$ cat src/rtl/pc_trace_buf.sv
// pc_trace_buf: compressed PC history (one entry per PC change) in a circular buffer, frozen POST_HLT cycles after halt.
// Latency: capture lands on the sampling edge; rd_data/rd_valid appear one cycle after an honoured rd_req.
// Backpressure: none on capture (oldest entry overwritten when full); pops are ignored unless frozen and non-empty.
module pc_trace_buf #(
  parameter int DEPTH    = 16,
  parameter int ADDR_W   = 4,
  parameter int PC_W     = 16,
  parameter int POST_HLT = 4
) (
  input  logic              clk,
  input  logic              rst,
  input  logic [PC_W-1:0]   pc,
  input  logic              hlt,
  input  logic              rd_req,
  output logic [PC_W-1:0]   rd_data,
  output logic              rd_valid,
  output logic [ADDR_W:0]   count,
  output logic              frozen,
  output logic              overflow
);

  // Post-halt countdown only needs to hold POST_HLT; keep at least one bit so
  // the POST_HLT==0 build still elaborates cleanly.
  localparam int POST_W = (POST_HLT < 2) ? 1 : $clog2(POST_HLT + 1);

  localparam logic [ADDR_W-1:0] PTR_ONE  = 1;
  localparam logic [ADDR_W:0]   CNT_ONE  = 1;
  localparam logic [ADDR_W:0]   CNT_FULL = DEPTH[ADDR_W:0];
  localparam logic [POST_W-1:0] POST_ONE = 1;
  localparam logic [POST_W-1:0] POST_INI = POST_HLT[POST_W-1:0];

  typedef enum logic [1:0] {
    ST_CAPTURE = 2'd0,
    ST_POST    = 2'd1,
    ST_FROZEN  = 2'd2
  } state_t;

  state_t              state;
  state_t              state_nxt;
  logic [POST_W-1:0]   post_cnt;
  logic [POST_W-1:0]   post_cnt_nxt;

  logic [PC_W-1:0]     mem [DEPTH];
  logic [ADDR_W-1:0]   wr_ptr;
  logic [ADDR_W-1:0]   rd_ptr;
  logic [PC_W-1:0]     last_pc;
  logic                first;
  logic                hlt_q;

  logic                hlt_edge;
  logic                capture_en;
  logic                do_wr;
  logic                do_rd;
  logic                full;

  // Capture runs in every state except FROZEN; a write happens only on the
  // first sample after reset or when the PC differs from the last one written,
  // so a held/stalled PC collapses to one entry.
  assign hlt_edge   = hlt && !hlt_q;
  assign capture_en = (state != ST_FROZEN);
  assign full       = (count == CNT_FULL);
  assign do_wr      = capture_en && (first || (pc != last_pc));
  assign do_rd      = (state == ST_FROZEN) && rd_req && (count != '0);

  // frozen comes straight from the state register, so it rises on the same
  // edge that performs the final capture.
  assign frozen = (state == ST_FROZEN);

  // FSM state and post-halt countdown registers.
  always_ff @(posedge clk or posedge rst) begin
    if (rst) begin
      state    <= ST_CAPTURE;
      post_cnt <= '0;
    end else begin
      state    <= state_nxt;
      post_cnt <= post_cnt_nxt;
    end
  end

  // Next-state: the halt edge starts a POST_HLT-cycle window (or freezes at
  // once when POST_HLT is zero); the cycle with post_cnt==1 is the last one
  // eligible for capture. FROZEN ignores further halt edges.
  always_comb begin
    state_nxt    = state;
    post_cnt_nxt = post_cnt;
    case (state)
      ST_CAPTURE: begin
        if (hlt_edge) begin
          if (POST_HLT == 0) begin
            state_nxt = ST_FROZEN;
          end else begin
            state_nxt    = ST_POST;
            post_cnt_nxt = POST_INI;
          end
        end
      end
      ST_POST: begin
        post_cnt_nxt = post_cnt - POST_ONE;
        if (post_cnt == POST_ONE) begin
          state_nxt = ST_FROZEN;
        end
      end
      ST_FROZEN: begin
        state_nxt = ST_FROZEN;
      end
      default: begin
        state_nxt = ST_CAPTURE;
      end
    endcase
  end

  // Halt edge detector and compression tracking (first flag, last written pc).
  always_ff @(posedge clk or posedge rst) begin
    if (rst) begin
      hlt_q   <= 1'b0;
      first   <= 1'b1;
      last_pc <= '0;
    end else begin
      hlt_q <= hlt;
      if (do_wr) begin
        first   <= 1'b0;
        last_pc <= pc;
      end
    end
  end

  // Trace storage; contents are meaningless after reset because count is 0.
  always_ff @(posedge clk) begin
    if (do_wr) begin
      mem[wr_ptr] <= pc;
    end
  end

  // Pointers, occupancy and sticky overflow. A write into a full buffer
  // overwrites the oldest entry, so the read pointer is pushed along with it
  // and count stays at DEPTH. Writes and reads never coincide: writes need a
  // non-frozen state, reads need FROZEN.
  always_ff @(posedge clk or posedge rst) begin
    if (rst) begin
      wr_ptr   <= '0;
      rd_ptr   <= '0;
      count    <= '0;
      overflow <= 1'b0;
    end else begin
      if (do_wr) begin
        wr_ptr <= wr_ptr + PTR_ONE;
        if (full) begin
          rd_ptr   <= rd_ptr + PTR_ONE;
          overflow <= 1'b1;
        end else begin
          count <= count + CNT_ONE;
        end
      end else if (do_rd) begin
        rd_ptr <= rd_ptr + PTR_ONE;
        count  <= count - CNT_ONE;
      end
    end
  end

  // Read port: one-cycle valid pulse per honoured pop; data holds otherwise.
  always_ff @(posedge clk or posedge rst) begin
    if (rst) begin
      rd_data  <= '0;
      rd_valid <= 1'b0;
    end else begin
      rd_valid <= do_rd;
      if (do_rd) begin
        rd_data <= mem[rd_ptr];
      end
    end
  end

endmodule

$ cat config.mk
export PLATFORM = sky130hd
export DESIGN_NAME = pc_trace_buf
export DESIGN_NICKNAME = d
export VERILOG_FILES = /design/src/rtl/pc_trace_buf.sv
export SDC_FILE = /design/constraint.sdc
export NUM_CORES = 1
export LEC_CHECK = 0
export ABC_AREA = 1
export CORE_MARGIN = 4
export CORE_UTILIZATION = 53
export CTS_BUF_LIST = sky130_fd_sc_hd__clkbuf_8
export CTS_CLUSTER_SIZE = 20
export DETAILED_ROUTE_END_ITERATION = 7
export DONT_BUFFER_PORTS = 1
export GPL_TIMING_DRIVEN = 0
export PLACE_DENSITY_LB_ADDON = 0.1
export SYNTH_ARGS = -nofsm -noshare
export SYNTH_HDL_FRONTEND = slang
export SYNTH_SLANG_ARGS = --single-unit
$ cat constraint.sdc
create_clock -name clk -period 2.3 [get_ports clk]
set_input_delay 0.345 -clock clk [delete_from_list [all_inputs] [get_ports clk]]
set_output_delay 0.345 -clock clk [all_outputs]
set_load 0.01 [all_outputs]
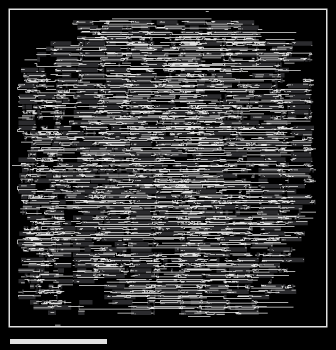
Figure 1: M1 wires.
Scale bar: 50 um. Cells faint in the background.
share of all routed wire: 40%
wire length on this layer: 14100 um

==> Changelog: implementation <==
## Flow update

- Post-layout period usage: a little over nine tenths
- Setup crit end kind: register
- Root buf cell: clkbuf_8
- FF-to-FF setup slack: 0.04 ns
- Die area: roughly 27000 um^2
- Register Area: 9040 um^2
- H-tree depth: 2
- Layout area overhead: 18.9%
- Clock buf count: slightly above 60
- Crit path top cell by count: nand2_1
- Final setup margin: between 0.04 and 0.05 ns
- Inverter count: 45
- Area-dominant class: flip-flops and latches
- Maximum clock rate: 443 MHz
- Post-DRT Antenna Nets: 0
- Largest net degree at the start of global routing: 34
- Avg WL per Cell: 23.1 um
- Crit Path Max Fanout: 13
- Dpl cell area: 13500 um^2
- Final setup vio count: 0
- # Taps: roughly 320
- I/O pins: about 44
- Met1 WL: 14100 um
- Die W: 163 um
- Fill count: between 1500 and 2000
- CTS tree: built
- Top cell excl fill/tap: edfxtp_1
- Gpl congestion: 0.845
- Pleak: ~5.5 nW
- Peak VDD IR: 0.000991 V
- Final HPWL DP: 22700 um
- FP Rows: 56
- Clk sink count: 310
- Share of synthesized registers carrying an async set or reset: 17.4%
- Yosys simple share: between 10% and 20%
- Outcome: complete, no violations
- Setup CP Type: register to register
- Final Max Tran Viols: 0
- Final Util: about 64%
- Top sig layer: met4
- Nets@finish: 1203
- Max-Cap Viols: 0
- Total CTS buffers: 50
- Crit start category: register
- Worst-path cell chain: nand2_1, nand2_1, nor2_1, nand3_1, nor2_1, nand2_2, nand2_4, buf_12, ha_4, a21o_1, a31oi_2, inv_1, nand2_1, nand3_1, nand2_1, nand2_1
- Seq cells: 310
- Pwr dens: 1330 nW/um^2
- Clock-cell share: around 7.3%
- Flops out of synthesis: 310
- Top FF cell, synth: edfxtp_1
- Total grt overflow: 0
- Vias/cell: 5.72
- DRT iter0 DRCs: 1052
- DR WL met3: 3620 um
- Critical path arrival: 2.71 ns
- Ys cells: 1057
- Multi-input gates: 643
- Clock transition at path regs: 0.06 ns
- Resize count post-CTS: 14
- Post-Syn Instances: 1057
- Design area: 15100 um^2
- Post-Synth XOR/XNOR Area: 0.827%
- Number of synthesized flops with an enable pin: 256
- Combinational Area: 3330 um^2
- R2R depth: 16
- First-pass GRT wire length: 52100 um
- Mux share: 0%
- Unique cell types: 29
- Synthesized cell area: 12700 um^2
- Detail Route met2 WL: 16300 um
- Worst hold path depth: 4
- CP Data Required Time: 2.76 ns
- OpenROAD warning count: 34
- Worst-Margin Slew: 1.03 ns
- Post-placement setup slack: -0.234 ns
- Yosys aoi share: 11.8%
- Logic family by area: AND-OR/OR-AND gates
- DR pass1 iterations: 5
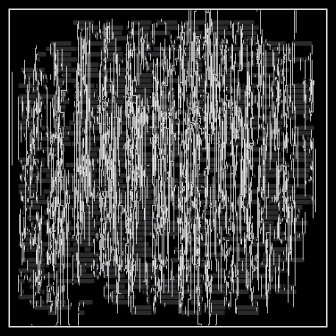
Figure 2: met2 routing.
Cells faint in the background.
nets with wire on the layer: 906
share of all routed wire: 46%
longest straight run: 68.3 um

[stage by stage]
stage	hold slack, ns	cells	power [mW]
after global routing	0.122	1529	21.2
after detailed placement	0.330	1393	14.6
after floorplan	0.376	1057	12.1
final	0.115	1530	20.1
after CTS	0.102	1515	19.9
after global placement	0.377	1376	14.2
[report_power, final]
group          total, mW  switching (mW)  internal (mW)
Combinational       7.10            4.81           2.29
Clock               5.11            2.15           2.97
Sequential          7.88           0.645           7.24
[Yosys cell counts (14+ instances only)]
master    count  area, um^2
nand2_1      88         330
buf_2        14        70.1
dfrtp_1      53        1330
o21ai_1      16        80.1
o21ai_0     157         786
nor2_1      238         893
nand3_1      24         120
clkbuf_1     27         101
inv_1        41         154
o211ai_1     65         488
a31oi_1      17         106
edfxtp_1    256        7690
[critical path, delay by kind of cell (launching register included)]
kind / cells / cell delay, ns
compound gates: 2 / 0.33
fa+ha+maj: 1 / 0.21
buf+inv: 2 / 0.20
flops: 1 / 0.40
simple gates: 11 / 0.99
[worst max path at each step]
stage	from	endpoint
floorplan	state[0]	mem[11][0]
global placement	last_pc[9]	mem[15][5]
detailed placement	last_pc[4]	count[4]
CTS	last_pc[9]	mem[1][6]
global route	last_pc[4]	count[4]
finish	last_pc[4]	count[4]
[state kept, by name, summed over array words and instances, names as in the netlist]
name / flops
wr_ptr: 4
mem: 256
hlt_q: 1
first: 1
post_cnt: 3
state: 2
last_pc: 16
rd_data: 16
count: 5
overflow: 1
rd_ptr: 4
rd_valid: 1
[metal layers]
layer  global-route usage [%]  vias to the layer above
met2                     42.0                      423
li1                         -                     4002
met1                     37.2                     4241
met5                        0                        -
met4                     8.65                        0
met3                     6.73                       90
Power is estimated from default activity; no workload was simulated.
